File: src/rtl/sun_pll_lock.sv
// rtl/sun_pll_lock.sv - PLL power-up, lock acquisition and loss-of-lock supervisor on CK_REF.
// Optional FAIL auto-retry is built only when SUN_PLL_LOCK_RETRY_EN is defined.
module sun_pll_lock #(
  parameter int SETTLE_CYC  = 256,
  parameter int LOCK_CNT    = 64,
  parameter int UNLOCK_CNT  = 4,
  parameter int TIMEOUT_CYC = 4096
) (
  input  logic       CK_REF,
  input  logic       RST_N,
  input  logic       EN,
  input  logic       LOCK_DET,
  output logic       PWRUP_1V8,
  output logic       CK_EN,
  output logic       LOCKED,
  output logic       LOST,
  output logic       TIMEOUT,
  output logic [2:0] STATE
);

  if (SETTLE_CYC < 1 || LOCK_CNT < 1 || UNLOCK_CNT < 1 || TIMEOUT_CYC < 1) begin : g_param_check
    $error("sun_pll_lock: all cycle-count parameters must be >= 1");
  end

  localparam int SW = $clog2(SETTLE_CYC + 1);
  localparam int LW = $clog2(LOCK_CNT + 1);
  localparam int UW = $clog2(UNLOCK_CNT + 1);
  localparam int TW = $clog2(TIMEOUT_CYC + 1);

  localparam logic [SW-1:0] SETTLE_LAST = SW'(SETTLE_CYC - 1);
  localparam logic [LW-1:0] LOCK_LAST   = LW'(LOCK_CNT - 1);
  localparam logic [UW-1:0] UNL_LAST    = UW'(UNLOCK_CNT - 1);
  localparam logic [TW-1:0] TMO_LAST    = TW'(TIMEOUT_CYC - 1);

  typedef enum logic [2:0] {
    S_IDLE   = 3'd0,
    S_PWRUP  = 3'd1,
    S_ACQ    = 3'd2,
    S_LOCKED = 3'd3,
    S_FAIL   = 3'd4
  } state_e;

  state_e        state_q, state_d;
  logic          en_meta_q, en_s_q, lock_meta_q, lock_s_q;
  logic [SW-1:0] settle_q, settle_d;
  logic [LW-1:0] lock_q, lock_d;
  logic [UW-1:0] unl_q, unl_d;
  logic [TW-1:0] tmo_q, tmo_d;
  logic          pwrup_q, pwrup_d, ck_en_q, ck_en_d, locked_q, locked_d;
  logic          lost_q, lost_d, timeout_q, timeout_d;
  logic          settle_done, lock_hit, tmo_hit, unlock_hit;

  assign settle_done = (settle_q == SETTLE_LAST);
  assign lock_hit    = lock_s_q && (lock_q == LOCK_LAST);
  assign tmo_hit     = (tmo_q == TMO_LAST);
  assign unlock_hit  = !lock_s_q && (unl_q == UNL_LAST);

`ifdef SUN_PLL_LOCK_RETRY_EN
  logic [3:0] fwait_q, fwait_d;
  logic [1:0] retry_q, retry_d;
  logic       retry_go;

  assign retry_go = (fwait_q == 4'd15) && (retry_q != 2'd3);

  always_ff @(posedge CK_REF or negedge RST_N) begin
    if (!RST_N) begin
      fwait_q <= '0;
      retry_q <= '0;
    end else begin
      fwait_q <= fwait_d;
      retry_q <= retry_d;
    end
  end

  always_comb begin
    fwait_d = '0;
    retry_d = retry_q;
    if (state_q == S_FAIL && state_d == S_FAIL && fwait_q != 4'hf) fwait_d = fwait_q + 4'd1;
    if (state_q == S_FAIL && state_d == S_PWRUP) retry_d = retry_q + 2'd1;
    if (state_q == S_IDLE) retry_d = '0;
  end
`endif

  // EN and LOCK_DET are asynchronous to CK_REF
  always_ff @(posedge CK_REF or negedge RST_N) begin
    if (!RST_N) begin
      en_meta_q   <= 1'b0;
      en_s_q      <= 1'b0;
      lock_meta_q <= 1'b0;
      lock_s_q    <= 1'b0;
    end else begin
      en_meta_q   <= EN;
      en_s_q      <= en_meta_q;
      lock_meta_q <= LOCK_DET;
      lock_s_q    <= lock_meta_q;
    end
  end

  always_ff @(posedge CK_REF or negedge RST_N) begin
    if (!RST_N) begin
      state_q   <= S_IDLE;
      settle_q  <= '0;
      lock_q    <= '0;
      unl_q     <= '0;
      tmo_q     <= '0;
      pwrup_q   <= 1'b0;
      ck_en_q   <= 1'b0;
      locked_q  <= 1'b0;
      lost_q    <= 1'b0;
      timeout_q <= 1'b0;
    end else begin
      state_q   <= state_d;
      settle_q  <= settle_d;
      lock_q    <= lock_d;
      unl_q     <= unl_d;
      tmo_q     <= tmo_d;
      pwrup_q   <= pwrup_d;
      ck_en_q   <= ck_en_d;
      locked_q  <= locked_d;
      lost_q    <= lost_d;
      timeout_q <= timeout_d;
    end
  end

  always_comb begin
    state_d = state_q;
    if (!en_s_q) begin
      state_d = S_IDLE;
    end else begin
      case (state_q)
        S_IDLE:   state_d = S_PWRUP;
        S_PWRUP:  if (settle_done) state_d = S_ACQ;
        S_ACQ: begin
          // lock beats timeout when both land on the same cycle
          if (lock_hit)     state_d = S_LOCKED;
          else if (tmo_hit) state_d = S_FAIL;
        end
        S_LOCKED: if (unlock_hit) state_d = S_ACQ;
`ifdef SUN_PLL_LOCK_RETRY_EN
        S_FAIL:   if (retry_go) state_d = S_PWRUP;
`else
        S_FAIL:   state_d = S_FAIL;
`endif
        default:  state_d = S_IDLE;
      endcase
    end
  end

  // Counters restart whenever their state is entered; outputs are registered from state_d
  always_comb begin
    settle_d  = '0;
    lock_d    = '0;
    unl_d     = '0;
    tmo_d     = '0;
    lost_d    = lost_q;
    timeout_d = timeout_q;
    if (state_q == S_PWRUP && state_d == S_PWRUP)
      settle_d = (settle_q == '1) ? settle_q : settle_q + 1'b1;
    if (state_q == S_ACQ && state_d == S_ACQ) begin
      tmo_d = (tmo_q == '1) ? tmo_q : tmo_q + 1'b1;
      if (lock_s_q) lock_d = (lock_q == '1) ? lock_q : lock_q + 1'b1;
    end
    if (state_q == S_LOCKED && state_d == S_LOCKED && !lock_s_q)
      unl_d = (unl_q == '1) ? unl_q : unl_q + 1'b1;
    if (state_q == S_LOCKED && state_d == S_ACQ) lost_d = 1'b1;
    if (state_q == S_ACQ && state_d == S_FAIL) timeout_d = 1'b1;
    if (state_q == S_IDLE && state_d == S_PWRUP) begin
      lost_d    = 1'b0;
      timeout_d = 1'b0;
    end
    pwrup_d  = (state_d == S_PWRUP) || (state_d == S_ACQ) || (state_d == S_LOCKED);
    ck_en_d  = (state_d == S_LOCKED);
    locked_d = (state_d == S_LOCKED);
  end

  assign PWRUP_1V8 = pwrup_q;
  assign CK_EN     = ck_en_q;
  assign LOCKED    = locked_q;
  assign LOST      = lost_q;
  assign TIMEOUT   = timeout_q;
  assign STATE     = state_q;

endmodule

File: config.mk
export PLATFORM = sky130hd
export DESIGN_NAME = sun_pll_lock
export DESIGN_NICKNAME = d
export VERILOG_FILES = /design/src/rtl/sun_pll_lock.sv
export SDC_FILE = /design/constraint.sdc
export NUM_CORES = 1
export LEC_CHECK = 0
export CORE_MARGIN = 5
export CORE_UTILIZATION = 50
export CTS_BUF_LIST = sky130_fd_sc_hd__clkbuf_4 sky130_fd_sc_hd__clkbuf_8
export CTS_CLUSTER_SIZE = 20
export DETAILED_ROUTE_END_ITERATION = 8
export GPL_TIMING_DRIVEN = 0
export PLACE_DENSITY = 0.68
export SETUP_SLACK_MARGIN = 0.15
export SYNTH_ARGS = -nofsm -noshare
export SYNTH_HDL_FRONTEND = slang
export SYNTH_SLANG_ARGS = --single-unit
File: constraint.sdc
create_clock -name CK_REF -period 2.7 [get_ports CK_REF]
set_input_delay 0.27 -clock CK_REF [delete_from_list [all_inputs] [get_ports CK_REF]]
set_output_delay 0.27 -clock CK_REF [all_outputs]
set_load 0.02 [all_outputs]
Fig. 1: PDN straps and rails
Scale bar: 20 um. Pins as bars on the die edge.
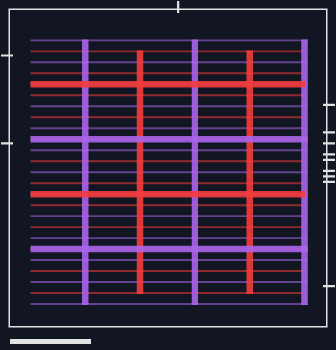
[purple] VSS
[red] VDD
met1 rails: 25
signal pins: 12
met4 straps: 5

Fig. 2: placed cells, one colour a class
Fill, decap, tap and diode cells in grey.
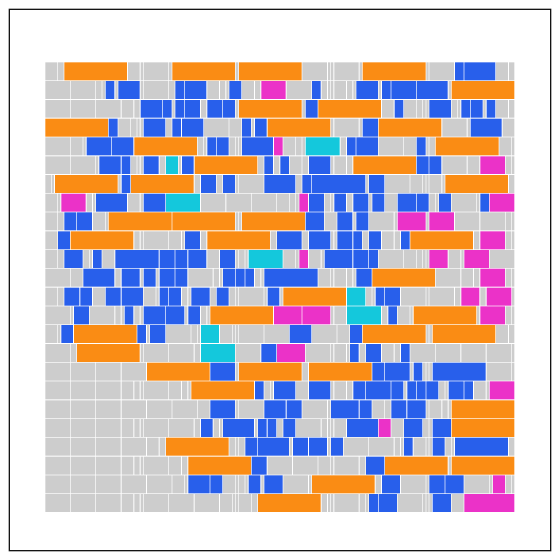
[orange] registers | cells: 43 | share of their area: 42%
[cyan] clock drivers and dummy loads | cells: 8 | share of their area: 3.5%
[blue] remaining logic cells | cells: 176 | share of their area: 46%
[magenta] remaining buffers and delay cells | cells: 23 | share of their area: 8.3%

Fig. 3: routed clock nets over the placement
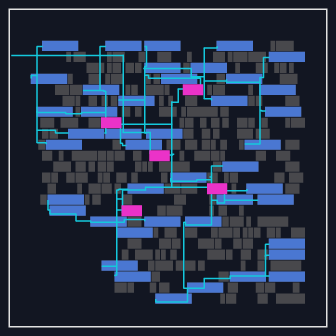
[blue] flip-flops | count: 43
[magenta] clock-net drivers | count: 5
[cyan] clock wires | length: 545 um
routed clock nets: 6
flops lie: all over the die

Fig. 4: wiring by layer
Scale bar: 20 um. Two of the layers only.
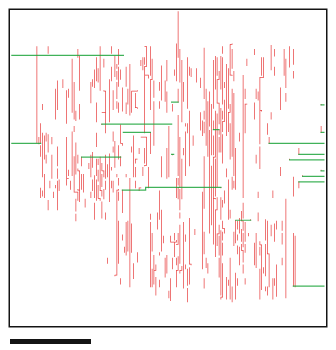
[red] M2 | wire length: 2000 um
[green] M3 | wire length: 150 um

power groups by stage:
stage               clock network (mW)  registers, mW  logic (mW)
floorplan                            0          0.667      0.0149
global route                     0.455          0.654      0.0509
global placement                     0          0.666      0.0412
CTS                              0.423          0.653      0.0458
finish                           0.409          0.653      0.0451
detailed placement                   0          0.666      0.0449
final cells by class:
cell class	count	area share, %
plain buffers	10	2.91
well taps	52	2.48
inverters	11	1.57
clock buffers	6	2.91
multi-input cells	165	43.5
flip-flops and latches	43	41.0
repair buffers	13	5.15
clock inverters	2	0.477
worst max-delay path, cell delays in order (launching register included):
cell and delay [ns]:
dfrtp_1 0.39, ha_1 0.22, nand3_1 0.10, nor2_1 0.16
ha_1 0.22, a21oi_2 0.10, a31o_1 0.25, or3_4 0.42
buf_6 0.16, nor4_4 0.23
==> job_summary.md <==
## Implementation flow summary

| Metric | Value |
|---|---|
| Switching part of the total | `22.7%` |
| Worst R2R Start | `settle_q[0]` |
| Syn Nets | `241` |
| Clock power share | `36.9%` |
| Metal3 WL | `149 um` |
| CTS Sinks | `43` |
| Final hold vios | `0` |
| Synth Seq Share | `46.2%` |
| Fin crit share | `86.1%` |
| XOR-XNOR Cells, Area Fraction | `3.01%` |
| ANT cells | `0` |
| Routed vias/inst | `5.95` |
| Setup violation total in the final timing report | `0` |
| Dominant combinational family | `simple AND/OR/NAND/NOR gates` |
| Core area | `4440 um^2` |
| Top cells by count | `dfrtp_1, nor2_1, nand3_1` |
| Worst reg-to-reg setup slack | `0.37 ns` |
| Hold Path End | `lock_s_q` |
| GR Layer Usage met1 | `23.4%` |
| Tool warnings | `28` |
| Most frequent cell after synthesis | `dfrtp_1` |
| 1st-pass router iterations | `4` |
| Max cap viols | `0` |
| # Post-CTS Setup Buffers | `0` |
| Post-Synth AOI/OAI Area | `11.9%` |
| Vias in the first global route | `1704` |
| Yosys simple share | `27.8%` |
| # Cells Yosys | `229` |
| CP Capture Type | `flop` |
| Post-place setup slack | `0.386 ns` |
| Int Power | `856 uW` |
| Row Count | `24` |
| Slew headroom | `64.6%` |
| Status | `completed` |
| Fin util | `59.0%` |
| Die X | `78.2 um` |
| Remaining DRCs | `0` |
| Die area | `6120 um^2` |
| Unrepaired setup endpoints after global routing | `no` |
| Setup Total Neg Slack | `0 ns` |
| Post-synth EDFFs | `0` |
| TritonCTS clock tree | `done` |
| Hold Path Cell Cnt | `0` |
| Placed insts | `293` |
| Worst path required time | `2.91 ns` |
| Max reg flops | `13` |
| Cell area leaders | `dfrtp_1, ha_1, nor2_1, nor4_4, nand3_1` |
| Fp util | `52.4%` |
| DRT iter0 DRCs | `77` |
Power is estimated from default activity; no workload was simulated.
